===== src/rtl/ring_pkg.sv =====
// Shared definitions for the ring sequence monitor: state encoding,
// default ring width and rotation-direction constants.
package ring_pkg;

  localparam int unsigned DEFAULT_WIDTH = 4;

  localparam int unsigned DIR_LEFT  = 0;
  localparam int unsigned DIR_RIGHT = 1;

  typedef enum logic [1:0] {
    ST_IDLE   = 2'd0,
    ST_SYNC   = 2'd1,
    ST_LOCKED = 2'd2,
    ST_LOST   = 2'd3
  } state_t;

endpackage


===== src/rtl/onehot_decode.sv =====
// Combinational one-hot qualifier and encoder for the sampled ring value.
module onehot_decode #(
  parameter int unsigned WIDTH = ring_pkg::DEFAULT_WIDTH,
  parameter int unsigned IDX_W = $clog2(WIDTH)
) (
  input  logic [WIDTH-1:0] vec,
  output logic             is_onehot,
  output logic [IDX_W-1:0] index
);

  // Exactly one bit set; zero and multi-hot both fail.
  always_comb begin
    is_onehot = ($countones(vec) == 1);
  end

  // Position of the set bit; only meaningful when is_onehot is high.
  always_comb begin
    index = '0;
    for (int unsigned i = 0; i < WIDTH; i++) begin
      if (vec[i]) begin
        index = IDX_W'(i);
      end
    end
  end

endmodule


===== src/rtl/ring_sequence_monitor.sv =====
// Checks that a ring counter's Q bus stays one-hot and rotates by one
// position per enabled cycle; reports lock, sticky fault, error pulses,
// encoded position and a saturating error count.
module ring_sequence_monitor
  import ring_pkg::*;
#(
  parameter int unsigned WIDTH    = DEFAULT_WIDTH,
  parameter int unsigned LOCK_CNT = 4,
  parameter int unsigned ERR_W    = 8,
  parameter int unsigned DIR      = DIR_LEFT
) (
  input  logic                     CLK,
  input  logic                     Reset,
  input  logic [WIDTH-1:0]         Q_in,
  input  logic                     sample_en,
  input  logic                     err_clr,
  output logic                     locked,
  output logic                     fault,
  output logic                     onehot_err,
  output logic                     step_err,
  output logic [$clog2(WIDTH)-1:0] pos,
  output logic                     pos_valid,
  output logic [ERR_W-1:0]         err_count
);

  localparam int unsigned POS_W  = $clog2(WIDTH);
  localparam int unsigned GOOD_W = $clog2(LOCK_CNT + 1);

  state_t             state_q;
  state_t             state_d;
  logic [WIDTH-1:0]   prev_q;
  logic [WIDTH-1:0]   prev_d;
  logic [GOOD_W-1:0]  good_q;
  logic [GOOD_W-1:0]  good_d;
  logic [GOOD_W-1:0]  good_inc;
  logic [POS_W-1:0]   pos_d;
  logic               onehot_err_d;
  logic               step_err_d;
  logic               fault_d;
  logic [ERR_W-1:0]   count_base;
  logic [ERR_W-1:0]   count_d;
  logic               err_any;

  logic               is_onehot;
  logic [POS_W-1:0]   index;
  logic [WIDTH-1:0]   expected;
  logic               step_bad;

  onehot_decode #(
    .WIDTH (WIDTH),
    .IDX_W (POS_W)
  ) u_decode (
    .vec       (Q_in),
    .is_onehot (is_onehot),
    .index     (index)
  );

  // Expected successor of the previous sample; a repeat of prev also fails.
  assign expected = (DIR == DIR_RIGHT) ? {prev_q[0], prev_q[WIDTH-1:1]}
                                       : {prev_q[WIDTH-2:0], prev_q[WIDTH-1]};
  assign step_bad = is_onehot && (Q_in != expected);
  assign good_inc = good_q + GOOD_W'(1);

  // State register.
  always_ff @(posedge CLK) begin
    if (Reset) begin
      state_q <= ST_IDLE;
    end else begin
      state_q <= state_d;
    end
  end

  // Next-state logic; the FSM only moves on enabled samples.
  always_comb begin
    state_d = state_q;
    if (sample_en) begin
      unique case (state_q)
        ST_IDLE: begin
          if (is_onehot) state_d = ST_SYNC;
        end
        ST_SYNC, ST_LOST: begin
          if (!is_onehot) begin
            state_d = ST_IDLE;
          end else if (!step_bad && (good_inc == GOOD_W'(LOCK_CNT))) begin
            state_d = ST_LOCKED;
          end
        end
        ST_LOCKED: begin
          if (!is_onehot) begin
            state_d = ST_IDLE;
          end else if (step_bad) begin
            state_d = ST_LOST;
          end
        end
        default: state_d = ST_IDLE;
      endcase
    end
  end

  // Datapath and output next values; err_clr acts on every edge but a
  // same-edge error still lands on top of the cleared values.
  always_comb begin
    prev_d       = prev_q;
    good_d       = good_q;
    pos_d        = pos;
    onehot_err_d = 1'b0;
    step_err_d   = 1'b0;
    err_any      = 1'b0;
    fault_d      = fault & ~err_clr;
    count_base   = err_clr ? '0 : err_count;
    count_d      = count_base;

    if (sample_en) begin
      if (state_q == ST_IDLE) begin
        if (is_onehot) begin
          prev_d = Q_in;
          pos_d  = index;
          good_d = '0;
        end
      end else if (!is_onehot) begin
        onehot_err_d = 1'b1;
        err_any      = 1'b1;
        good_d       = '0;
      end else begin
        prev_d = Q_in;
        pos_d  = index;
        if (step_bad) begin
          step_err_d = 1'b1;
          err_any    = 1'b1;
          good_d     = '0;
        end else if (state_q != ST_LOCKED) begin
          good_d = good_inc;
        end
      end
    end

    if (err_any) begin
      if (!(&count_base)) count_d = count_base + ERR_W'(1);
      if ((state_q == ST_LOCKED) || (state_q == ST_LOST)) fault_d = 1'b1;
    end
  end

  // Datapath and output registers.
  always_ff @(posedge CLK) begin
    if (Reset) begin
      prev_q     <= '0;
      good_q     <= '0;
      pos        <= '0;
      onehot_err <= 1'b0;
      step_err   <= 1'b0;
      fault      <= 1'b0;
      err_count  <= '0;
    end else begin
      prev_q     <= prev_d;
      good_q     <= good_d;
      pos        <= pos_d;
      onehot_err <= onehot_err_d;
      step_err   <= step_err_d;
      fault      <= fault_d;
      err_count  <= count_d;
    end
  end

  // Status flags decoded straight from the state register.
  assign locked    = (state_q == ST_LOCKED);
  assign pos_valid = (state_q != ST_IDLE);

endmodule


===== config.mk =====
export PLATFORM = sky130hd
export DESIGN_NAME = ring_sequence_monitor
export DESIGN_NICKNAME = d
export VERILOG_FILES = /design/src/rtl/ring_pkg.sv /design/src/rtl/onehot_decode.sv /design/src/rtl/ring_sequence_monitor.sv
export SDC_FILE = /design/constraint.sdc
export NUM_CORES = 1
export LEC_CHECK = 0
export CORE_MARGIN = 8
export CORE_UTILIZATION = 52
export CTS_CLUSTER_DIAMETER = 30
export DETAILED_ROUTE_END_ITERATION = 12
export PLACE_DENSITY = 0.82
export SYNTH_ARGS = -nofsm -noshare
export SYNTH_HDL_FRONTEND = slang
export SYNTH_HIERARCHICAL = 1
export SYNTH_SLANG_ARGS = --single-unit
export TNS_END_PERCENT = 1

===== constraint.sdc =====
create_clock -name CLK -period 3.4 [get_ports CLK]
set_input_delay 0.68 -clock CLK [delete_from_list [all_inputs] [get_ports CLK]]
set_output_delay 0.68 -clock CLK [all_outputs]
set_load 0.02 [all_outputs]

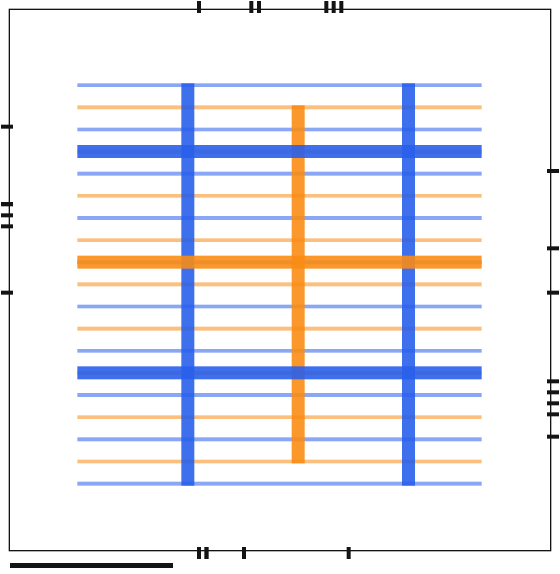
**Above:** run 1 (PDN straps and rails).
Bar = 20 um. Pins as bars on the die edge.
| color | net |
|---|---|
| orange | VDD |
| blue | VSS |
signal pins: 23
met5 straps: 3
met1 rails: 19
met4 straps: 3
rows: 18
Peak VDD IR: 0.215 mV
die width: 66.4 um
Die Height: 66.4 um

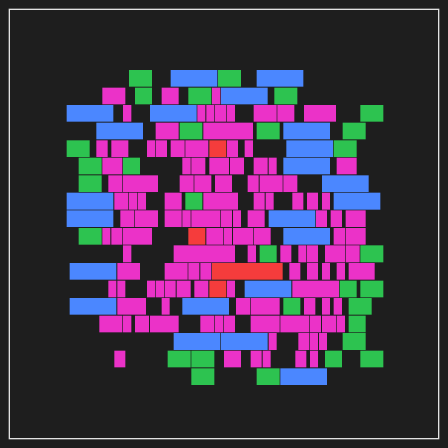
**Above:** run 1 (cell classes on the final placement).
| color | class | cells | share of their area |
|---|---|---|---|
| red | clock drivers and dummy loads | 4 | 3.3% |
| magenta | remaining logic cells | 122 | 52% |
| green | remaining buffers and delay cells | 30 | 18% |
| blue | registers | 22 | 28% |
Row Count: 18
final core occ: 67.1%
core area: 2430 sq um
final instance area: 1630 sq um

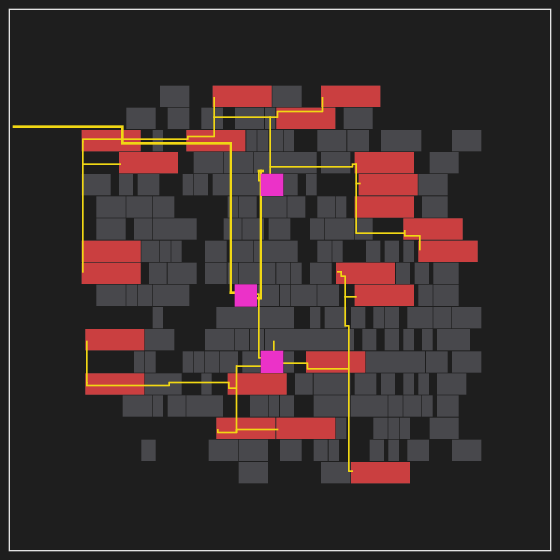
**Above:** run 1 (routed clock nets over the placement).
[magenta] clock-net drivers | count: 3
[yellow] clock wires | length: 260 um
[red] flip-flops | count: 22
routed clock nets: 4
Clock group: 200 uW
Worst-Skew Late Latency: 0.31 ns
clock skew: 0.00462 ns
clock network power share: 34.0%

==> run summary, run 1 <==
required time worst endpoint = 3.63 ns
kind of cell adding the most delay to the critical path = adder cells
combinational cell power = 117 uW
Starting Density = 54.2%
CP Data Arrival Time = 3.30 ns
clock buffer count = 3
pwr dens = 359 nW/um^2
io pins = 23
cell mode on critical path = inv_1
Hold Vio Cnt, Final = 0
worst relative slew slack = 71.5%
WL met2 = 1.57 mm
Cell Type Count = 42
Final Cycle Share = 90.3%
Non-clock inverters = 10
yosys stat chip area = 1320 sq um
Crit path largest cell delay = 0.53 ns
AND/OR/NAND/NOR Cells, Area Fraction = 26.6%
CP Class = in -> reg
Final GP Congestion = 0.808
WP depth = 11
ys async rst share = 0%
Highest Signal Layer = met4
Hold WC Path Type = reg -> reg
routed wire length per instance = 14.9 um
grt ovf = 0
routing usage on met1 = 16.9%
1st-iter DRT viols = 49
endpoint type of the worst setup path = flip-flop
flop share of the area = 27.0%
Final Non-Filler Cells = 208
area grow syn2layout = 23.8%
met1 WL = 1.34 mm
dpl cells = 204
Dominant flop cell = dfxtp_1
final worst slack = 0.331 ns
most frequent cells in the layout = 22 x dfxtp_1, 22 x clkdlybuf4s50_1, 20 x nand2_1
DP HPWL = 2.32 mm
crit start category = primary input
Setup crit end = err_count[6]
area leader, netlist = dfxtp_1
Final Critical Period = 3.07 ns
Final Setup Violations = 0
post-DR vias/cell = 5.72
Top non-seq family = simple AND/OR/NAND/NOR gates
CP startpoint = Q_in[0]
hold path startpoint = pos[0]
n_diodes = 0
f_max = 326 MHz
Layout clock area frac = 3.22%
status = completed
CTS Buffer Depth = 2
aoi share = 15.7%
Min Hold Slack = 0.467 ns
CTS Hold Buffers Added = 0
sequential power = 270 uW
count of library flops with an enable pin = 0
Area leader share = 33.4%
initial antenna violation count = 0
post-synthesis adder-cell area fraction = 6.26%
Non-clock buffers = 30
total negative slack = 0 ns
mux share = 7.21%
met2 Use GR = 26.4%
Avg Cell Area, Syn = 8.73 sq um
CTS tree = done
# Post-CTS Setup Buffers = 0
crit-path cells = clkdlybuf4s50_1 > inv_1 > fa_1 > inv_1 > ha_1 > ha_1 > nor3b_2 > buf_4 > inv_1 > o211a_1 > a211oi_1
Tap Cells = 30
met3 usage = 3.73%
Combinational Area = 785 sq um
Nets = 193
Reg2Reg Depth = 7
Area contributors post-synth = dfxtp_1 33%, mux2i_1 6.1%, nand2_1 5.7%, ha_1 4.7%, nand3_1 4.6%
XORs/XNORs by Area = 3.32%
critical path fanouts, max = 10
Hold Path Sink = pos[0]
P_int = 435 uW
number of flip-flops in the largest register = 8
R2R Path End = err_count[7]
Yosys warnings = 6
**Run 1: routing congestion map**

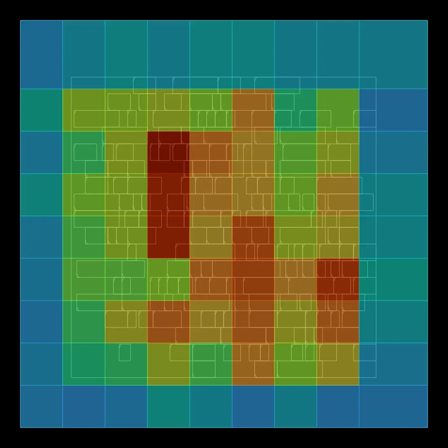

==> inputs of run 2 (changes only) <==
- CELL_PAD_IN_SITES_DETAIL_PLACEMENT: unset -> 2
- CELL_PAD_IN_SITES_GLOBAL_PLACEMENT: unset -> 2
- CORE_ASPECT_RATIO: unset -> 0.8
- CORE_UTILIZATION: 52 -> 31
- PLACE_DENSITY: 0.82 -> 0.81
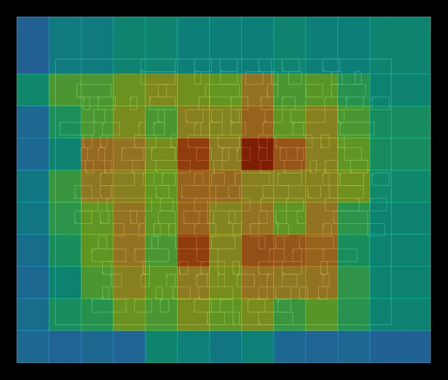
**Above:** run 2 (routing congestion map).
met3 usage: 3.75%
routed wire length per instance: 16.9 um
busiest grt layer: met2

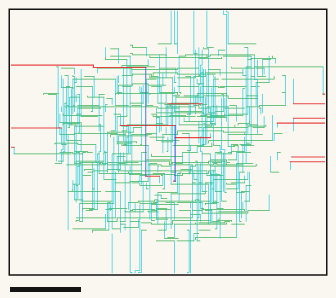
**Above:** run 2 (signal wires by layer).
Bar = 20 um.
| color | layer | wire length |
|---|---|---|
| cyan | M2 | 2040 um |
| red | M3 | 142 um |
| blue | M4 | 46.2 um |
| green | M1 | 1720 um |
gr usage total: 13.1%
vias post-DR: 1190
WL final: 3.95 mm

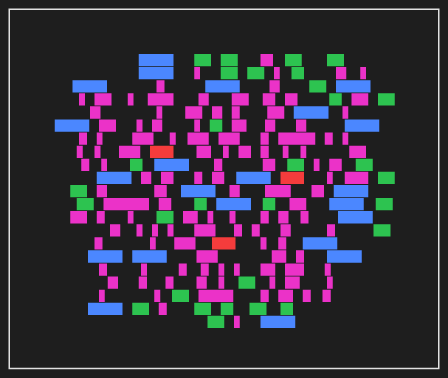
**Above:** run 2 (cell classes on the final placement).
| color | class | cells | share of their area |
|---|---|---|---|
| green | remaining buffers and delay cells | 30 | 18% |
| red | clock-net drivers | 3 | 2.6% |
| blue | registers | 22 | 28% |
| magenta | remaining logic cells | 122 | 52% |
final instance area: 1660 sq um
core area: 4130 sq um
Row Count: 21

==> run summary, run 2 <==
status = completed
Nets = 193
crit-path cells = clkdlybuf4s50_1 > inv_1 > fa_1 > inv_1 > ha_1 > ha_1 > nor3b_2 > nor2_1 > a311oi_4 > mux2i_1
critical path fanouts, max = 4
Dominant flop cell = dfxtp_1
combinational cell power = 125 uW
Final Non-Filler Cells = 234
hold path startpoint = fault
routing usage on met1 = 14.4%
AND/OR/NAND/NOR Cells, Area Fraction = 26.6%
Clock group = 165 uW
kind of cell adding the most delay to the critical path = adder cells
WP depth = 10
area leader, netlist = dfxtp_1
Peak VDD IR = 0.131 mV
aoi share = 15.7%
sequential power = 270 uW
Hold Vio Cnt, Final = 0
clock network power share = 29.4%
post-synthesis adder-cell area fraction = 6.26%
# Post-CTS Setup Buffers = 0
io pins = 23
CTS Hold Buffers Added = 0
pwr dens = 338 nW/um^2
CP startpoint = Q_in[1]
CP Class = in -> reg
Area contributors post-synth = dfxtp_1 33%, mux2i_1 6.1%, nand2_1 5.7%, ha_1 4.7%, nand3_1 4.6%
clock skew = 0.00184 ns
grt ovf = 0
Final Cycle Share = 93.3%
Starting Density = 32.0%
Setup crit end = good_q[0]
mux share = 7.21%
endpoint type of the worst setup path = flip-flop
CP Data Arrival Time = 3.36 ns
Final GP Congestion = 0.743
Area leader share = 33.4%
Cell Type Count = 42
yosys stat chip area = 1320 sq um
Highest Signal Layer = met4
met2 Use GR = 23.4%
Top non-seq family = simple AND/OR/NAND/NOR gates
dpl cells = 231
Tap Cells = 57
Hold Path Sink = fault
Non-clock buffers = 30
final worst slack = 0.227 ns
Final Critical Period = 3.17 ns
Min Hold Slack = 0.474 ns
most frequent cells in the layout = 22 x dfxtp_1, 22 x clkdlybuf4s50_1, 20 x nand2_1
CTS Buffer Depth = 2
R2R Path End = err_count[7]
Yosys warnings = 6
**Run 2: routed clock nets over the placement**

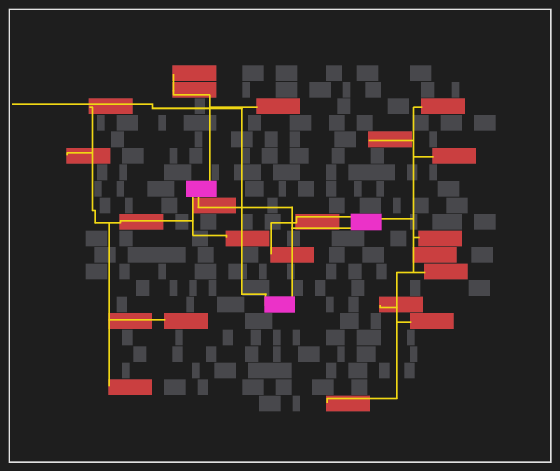

==> inputs of run 3 (changes only) <==
- CORE_MARGIN: 8 -> unset
- SETUP_SLACK_MARGIN: unset -> 0.5
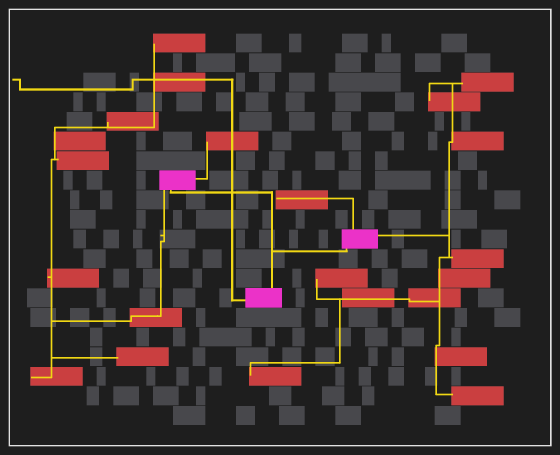
**Above:** run 3 (routed clock nets over the placement).
[red] flip-flops | count: 22
[yellow] clock wires | length: 359 um
[magenta] clock-net drivers | count: 3
routed clock nets: 4
flops lie: widely spread
Clock group: 195 uW
Worst-Skew Late Latency: 0.27 ns

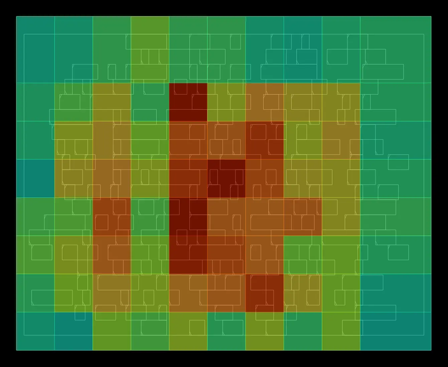
**Above:** run 3 (routing congestion map).
gr usage total: 21.6%
met3 usage: 3.65%
routed wire length per instance: 18.8 um
met2 Use GR: 39.4%

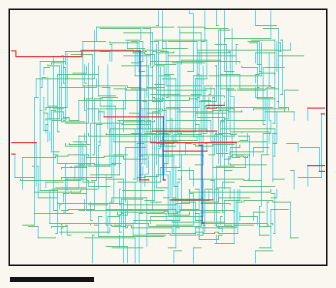
**Above:** run 3 (signal wires by layer).
Bar = 20 um.
| color | layer | wire length |
|---|---|---|
| cyan | M2 | 2290 um |
| blue | M4 | 63.9 um |
| green | M1 | 1940 um |
| red | M3 | 129 um |
WL final: 4.42 mm
vias post-DR: 1234

==> run summary, run 3 <==
Crit path largest cell delay = 0.53 ns
final instance area = 1750 sq um
Dominant flop cell = dfxtp_1
Hold WC Path Type = reg -> reg
P_int = 436 uW
Avg Cell Area, Syn = 8.73 sq um
status = completed
Cell Type Count = 42
die width = 74.9 um
clock skew = 0.00278 ns
hold path startpoint = pos[0]
critical path fanouts, max = 4
Yosys warnings = 6
Combinational Area = 841 sq um
Tap Cells = 55
count of library flops with an enable pin = 0
met1 WL = 1.94 mm
Min Hold Slack = 0.465 ns
Peak VDD IR = 0.178 mV
Non-clock buffers = 32
Starting Density = 33.6%
Final Non-Filler Cells = 235
WL met2 = 2.29 mm
R2R Path End = err_count[0]
crit-path cells = dlygate4sd2_1 > inv_1 > fa_1 > inv_1 > ha_2 > ha_4 > nor3b_4 > buf_4 > buf_4 > and2_4 > nand4_1 > mux2i_1
overall power = 618 uW
final core occ = 44.4%
core area = 3930 sq um
Final Critical Period = 2.80 ns
Layout clock area frac = 3.15%
combinational share of power = 24.8%
# Post-CTS Setup Buffers = 3
aoi share = 15.7%
dpl cell area = 1600 sq um
XORs/XNORs by Area = 3.32%
number of flip-flops in the largest register = 8
First-pass DRT Iterations = 4
Reg2Reg Depth = 6
grt ovf = 0
Final Cycle Share = 82.4%
Final Setup Violations = 0
Area leader share = 33.4%
WP depth = 12
Top non-seq family = simple AND/OR/NAND/NOR gates
most frequent cells in the layout = 22 x dfxtp_1, 20 x nand2_1, 19 x clkdlybuf4s50_1
yosys stat chip area = 1320 sq um
CP Data Arrival Time = 3.01 ns
Nets = 195
CP Class = in -> reg
Buf/Inv on CP = 5
total negative slack = 0 ns
H-tree depth = 1
Setup crit end = good_q[1]
sequential power = 270 uW
AND/OR/NAND/NOR Cells, Area Fraction = 26.6%
CP startpoint = Q_in[0]
initial antenna violation count = 0
crit start category = primary input
Non-clock inverters = 10
Worst-Margin Slew = 0.571 ns
pwr dens = 354 nW/um^2
io pins = 23
DP HPWL = 3.17 mm
n_diodes = 0
Hold Path Sink = pos[0]
routing usage on met1 = 25.9%
Area contributors post-synth = dfxtp_1 33%, mux2i_1 6.1%, nand2_1 5.7%, ha_1 4.7%, nand3_1 4.6%
CTS Hold Buffers Added = 0
clock buffer count = 4
ys async rst share = 0%
area leader, netlist = dfxtp_1
Row Count = 20
CTS tree = done
required time worst endpoint = 3.61 ns
Final GP Congestion = 0.825
flop share of the area = 25.2%
Top reg by flops = err_count
combinational cell power = 153 uW
worst relative slew slack = 61.7%
Highest Signal Layer = met4
Pleak = 0.644 nW
dpl cells = 228
endpoint type of the worst setup path = flip-flop
mux share = 7.21%
1st-iter DRT viols = 47
No activity file was given, so power comes from the tool's default toggle rates.
